===== src/rtl/mem_arbiter.sv =====
// mem_arbiter: shares one main-memory port among write buffer, dcache and icache.
// Define MEM_ARB_STARVE_GUARD_EN to let starved cache requesters outrank the write buffer.
`timescale 1ns/1ps

// state | meaning
// IDLE  | no transaction; grant when memory is ready and any req is high
// ISSUE | mem_en high until memory signals acceptance (mem_done low)
// WAIT  | memory busy; completion when mem_done returns high
// RESP  | done pulse visible to owner; owner released on exit
module mem_arbiter #(
  parameter int AW      = 30,
  parameter int DW      = 32,
  parameter int MAXWAIT = 15
) (
  input  logic          clk,
  input  logic          reset,
  input  logic          swc,
  input  logic          wb_req,
  input  logic [AW-1:0] wb_adr,
  input  logic [DW-1:0] wb_data,
  input  logic [3:0]    wb_byteen,
  output logic          wb_done,
  input  logic          d_req,
  input  logic [AW-1:0] d_adr,
  output logic [DW-1:0] d_rdata,
  output logic          d_done,
  input  logic          i_req,
  input  logic [AW-1:0] i_adr,
  output logic [DW-1:0] i_rdata,
  output logic          i_done,
  output logic [AW-1:0] mem_adr,
  output logic [DW-1:0] mem_wdata,
  output logic [3:0]    mem_byteen,
  output logic          mem_rwb,
  output logic          mem_en,
  input  logic [DW-1:0] mem_rdata,
  input  logic          mem_done,
  output logic [1:0]    owner
);

  typedef enum logic [1:0] {S_IDLE, S_ISSUE, S_WAIT, S_RESP} state_t;

  localparam logic [1:0] OWN_NONE = 2'd0;
  localparam logic [1:0] OWN_WB   = 2'd1;
  localparam logic [1:0] OWN_D    = 2'd2;
  localparam logic [1:0] OWN_I    = 2'd3;

`ifdef MEM_ARB_STARVE_GUARD_EN
  localparam bit STARVE_EN = 1'b1;
`else
  localparam bit STARVE_EN = 1'b0;
`endif

  state_t          r_state;
  state_t          w_state_nxt;
  logic [1:0]      r_owner;
  logic [AW-1:0]   r_mem_adr;
  logic [DW-1:0]   r_mem_wdata;
  logic [3:0]      r_mem_byteen;
  logic            r_mem_rwb;
  logic            r_mem_en;
  logic            r_wb_done;
  logic            r_d_done;
  logic            r_i_done;
  logic [DW-1:0]   r_d_rdata;
  logic [DW-1:0]   r_i_rdata;
  logic [1:0]      w_grant;
  logic            w_start;
  logic [3:0]      w_cnt_d;
  logic [3:0]      w_cnt_i;
  logic            w_d_starved;
  logic            w_i_starved;

  assign w_d_starved = STARVE_EN && d_req && (int'(w_cnt_d) >= MAXWAIT);
  assign w_i_starved = STARVE_EN && i_req && (int'(w_cnt_i) >= MAXWAIT);

  always_comb begin
    w_grant = OWN_NONE;
    if (w_d_starved && w_i_starved) w_grant = swc ? OWN_I : OWN_D;
    else if (w_d_starved)           w_grant = OWN_D;
    else if (w_i_starved)           w_grant = OWN_I;
    else if (wb_req)                w_grant = OWN_WB;
    else if (d_req && !(swc && i_req)) w_grant = OWN_D;
    else if (i_req)                 w_grant = OWN_I;
  end

  // Never start while memory is still busy from someone else.
  assign w_start = (r_state == S_IDLE) && mem_done && (w_grant != OWN_NONE);

  always_comb begin
    w_state_nxt = r_state;
    unique case (r_state)
      S_IDLE:  if (w_start)   w_state_nxt = S_ISSUE;
      S_ISSUE: if (!mem_done) w_state_nxt = S_WAIT;
      S_WAIT:  if (mem_done)  w_state_nxt = S_RESP;
      S_RESP:                 w_state_nxt = S_IDLE;
      default:                w_state_nxt = S_IDLE;
    endcase
  end

  always_ff @(posedge clk or negedge reset) begin
    if (!reset) r_state <= S_IDLE;
    else        r_state <= w_state_nxt;
  end

  always_ff @(posedge clk or negedge reset) begin
    if (!reset) begin
      r_owner      <= OWN_NONE;
      r_mem_adr    <= '0;
      r_mem_wdata  <= '0;
      r_mem_byteen <= '0;
      r_mem_rwb    <= 1'b1;
      r_mem_en     <= 1'b0;
      r_wb_done    <= 1'b0;
      r_d_done     <= 1'b0;
      r_i_done     <= 1'b0;
      r_d_rdata    <= '0;
      r_i_rdata    <= '0;
    end else begin
      r_wb_done <= 1'b0;
      r_d_done  <= 1'b0;
      r_i_done  <= 1'b0;
      unique case (r_state)
        S_IDLE: begin
          if (w_start) begin
            r_owner  <= w_grant;
            r_mem_en <= 1'b1;
            if (w_grant == OWN_WB) begin
              r_mem_adr    <= wb_adr;
              r_mem_wdata  <= wb_data;
              r_mem_byteen <= wb_byteen;
              r_mem_rwb    <= 1'b0;
            end else begin
              r_mem_adr    <= (w_grant == OWN_D) ? d_adr : i_adr;
              r_mem_byteen <= 4'b1111;
              r_mem_rwb    <= 1'b1;
            end
          end
        end
        S_ISSUE: if (!mem_done) r_mem_en <= 1'b0;
        S_WAIT: begin
          if (mem_done) begin
            unique case (r_owner)
              OWN_WB: r_wb_done <= 1'b1;
              OWN_D: begin
                r_d_done  <= 1'b1;
                r_d_rdata <= mem_rdata;
              end
              OWN_I: begin
                r_i_done  <= 1'b1;
                r_i_rdata <= mem_rdata;
              end
              default: ;
            endcase
          end
        end
        S_RESP: r_owner <= OWN_NONE;
        default: ;
      endcase
    end
  end

`ifdef MEM_ARB_STARVE_GUARD_EN
  logic [3:0] r_cnt_d;
  logic [3:0] r_cnt_i;

  // A loss only counts when a grant actually happens in IDLE while the req is up.
  always_ff @(posedge clk or negedge reset) begin
    if (!reset) begin
      r_cnt_d <= '0;
      r_cnt_i <= '0;
    end else begin
      if (!d_req || (w_start && (w_grant == OWN_D)))   r_cnt_d <= '0;
      else if (w_start && (r_cnt_d != 4'hF))           r_cnt_d <= r_cnt_d + 4'd1;
      if (!i_req || (w_start && (w_grant == OWN_I)))   r_cnt_i <= '0;
      else if (w_start && (r_cnt_i != 4'hF))           r_cnt_i <= r_cnt_i + 4'd1;
    end
  end

  assign w_cnt_d = r_cnt_d;
  assign w_cnt_i = r_cnt_i;
`else
  assign w_cnt_d = '0;
  assign w_cnt_i = '0;
`endif

  assign owner      = r_owner;
  assign mem_adr    = r_mem_adr;
  assign mem_wdata  = r_mem_wdata;
  assign mem_byteen = r_mem_byteen;
  assign mem_rwb    = r_mem_rwb;
  assign mem_en     = r_mem_en;
  assign wb_done    = r_wb_done;
  assign d_done     = r_d_done;
  assign i_done     = r_i_done;
  assign d_rdata    = r_d_rdata;
  assign i_rdata    = r_i_rdata;

endmodule

===== config.mk =====
export PLATFORM = sky130hd
export DESIGN_NAME = mem_arbiter
export DESIGN_NICKNAME = d
export VERILOG_FILES = /design/src/rtl/mem_arbiter.sv
export SDC_FILE = /design/constraint.sdc
export NUM_CORES = 1
export LEC_CHECK = 0
export CAP_MARGIN = 20
export CORE_ASPECT_RATIO = 1.4
export CORE_MARGIN = 3
export CORE_UTILIZATION = 35
export CTS_CLUSTER_DIAMETER = 120
export CTS_CLUSTER_SIZE = 12
export DETAILED_ROUTE_END_ITERATION = 7
export MAX_ROUTING_LAYER = met4
export PLACE_DENSITY = 0.81
export SLEW_MARGIN = 25
export SYNTH_ARGS = -nofsm -noshare
export SYNTH_HDL_FRONTEND = slang
export SYNTH_SLANG_ARGS = --single-unit

===== constraint.sdc =====
create_clock -name clk -period 5.33 [get_ports clk]
set_clock_uncertainty 0.1 [all_clocks]
set_input_delay 1.3325 -clock clk [delete_from_list [all_inputs] [get_ports clk]]
set_output_delay 1.3325 -clock clk [all_outputs]
set_load 0.02 [all_outputs]

==> CHANGELOG.md <==
## Flow update

* FF-to-FF path depth at 6
* Log Warnings at 31
* WHS Path Cells at 2
* Outcome: complete, no violations
* VDD IR max at between 300 and 400 µV
* Core footprint at around 16000 µm²
* Cell Area, Synth at a little under 6000 µm²
* CP max stage delay at 0.76 ns
* Post-synth EDFFs at 0
* CP Cell Sequence: clkdlybuf4s50_1 -> and3_2 -> buf_4 -> nand2_1 -> nand2_1
* Chip area at around 18000 µm²
* Post-DP HPWL at about 14000 µm
* Synth Register Bits at between 100 and 150
* Layout cell share with drive strength beyond 1 at 0.0504
* Top cell excl fill/tap: clkdlybuf4s50_1
* Final tally of hold violations at 0
* Layout Nets at between 1000 and 1500
* MaxCap Viol Count at 0
* Adder share at 0.0108
* Yosys top cell by instances: nand2_1
* Number of setup buffers added after CTS at 0
* GRT Resource Usage Total at 0.213
* Startpoint types: primary input
* Hold Crit Endpoint: d_rdata[11]
* Crit path capture type: flip-flop
* Pre-Place Util at 0.357
* Row count at about 55
* Largest net degree at the start of global routing at around 110
* YS chip area at approximately 5800 µm²
* Synth cell types at 36
* Vias post-DR at around 5400
* Worst Hold Class: flip-flop to flip-flop
* Post-CTS sizing at 0
* Aoi share at 0.0905
* Critical R2R Launch: r_state[0]
* Clk_lat worst skew at between 0.4 and 0.5 ns
## power by group
part	total [mW]	switching [mW]	internal, mW
clock	1.20	0.467	0.736
combinational	2.55	1.35	1.21
sequential	1.84	0.288	1.55
total	5.59	2.10	3.49
## sequential cells by signal, indices dropped and copies added (netlist names), 2 cells and up
| register | cells |
|---|---|
| mem_adr | 30 |
| mem_wdata | 32 |
| mem_byteen | 4 |
| owner | 2 |
| r_state | 2 |
| i_rdata | 32 |
| d_rdata | 32 |
## cells by family after synthesis
| kind of cell | count (synthesis) |
|---|---|
| DFF | 139 |
| AOI/OAI and AO/OA | 80 |
| muxes | 31 |
| adders and majority gates | 5 |
| and+or+nand+nor | 312 |
| buffers and inverters | 41 |
## layer usage
layer / routed length (µm) / vias up / share of wire / GRT usage
met5: 0 / - / 0 / -
met4: 591 / 0 / 0.031 / 0.0905
met3: 962 / 39 / 0.051 / 0.0463
met2: 10100 / 198 / 0.53 / 0.354
met1: 7260 / 2591 / 0.38 / 0.250
li1: - / 2564 / - / -
## final cells by class
type                    instances  area, µm²
fillers                      1383       6610
flip-flops and latches        139       3480
repair buffers                307       3080
multi-input cells             428       2120
clock buffers                  22        474
well taps                     199        249
clock inverters                10        128
inverters                       6       22.5
diodes                          1       2.50
## through the flow
stage	setup WS [ns]	cell area [µm²]	hold slack, ns	instances
floorplan	2.90	5780	0.412	608
global placement	1.78	8920	0.356	1078
detailed placement	1.71	8920	0.361	1078
CTS	2.14	9530	0.376	1110
global route	2.04	9560	0.398	1112
finish	2.16	9560	0.371	1112
## tightest hold or removal path, stage by stage (launching register included)
cell and delay [ns]:
dfrtp_1 0.34, nand2_1 0.05, nand2_1 0.06
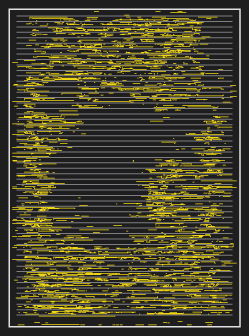
*Met1 routing*
Supply wires on this layer in gray.
wire length on this layer: 7260 µm
longest straight run: 38.2 µm
share of all routed wire: 38%
nets with wire on the layer: 936
main direction: horizontal

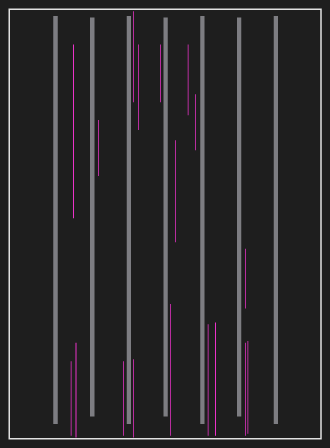
*M4 wires*
Supply wires on this layer in gray.
main direction: vertical
nets with wire on the layer: 15
longest straight run: 63.9 µm
wire length on this layer: 592 µm
share of all routed wire: 3.1%

Power and IR drop assume default switching activity.
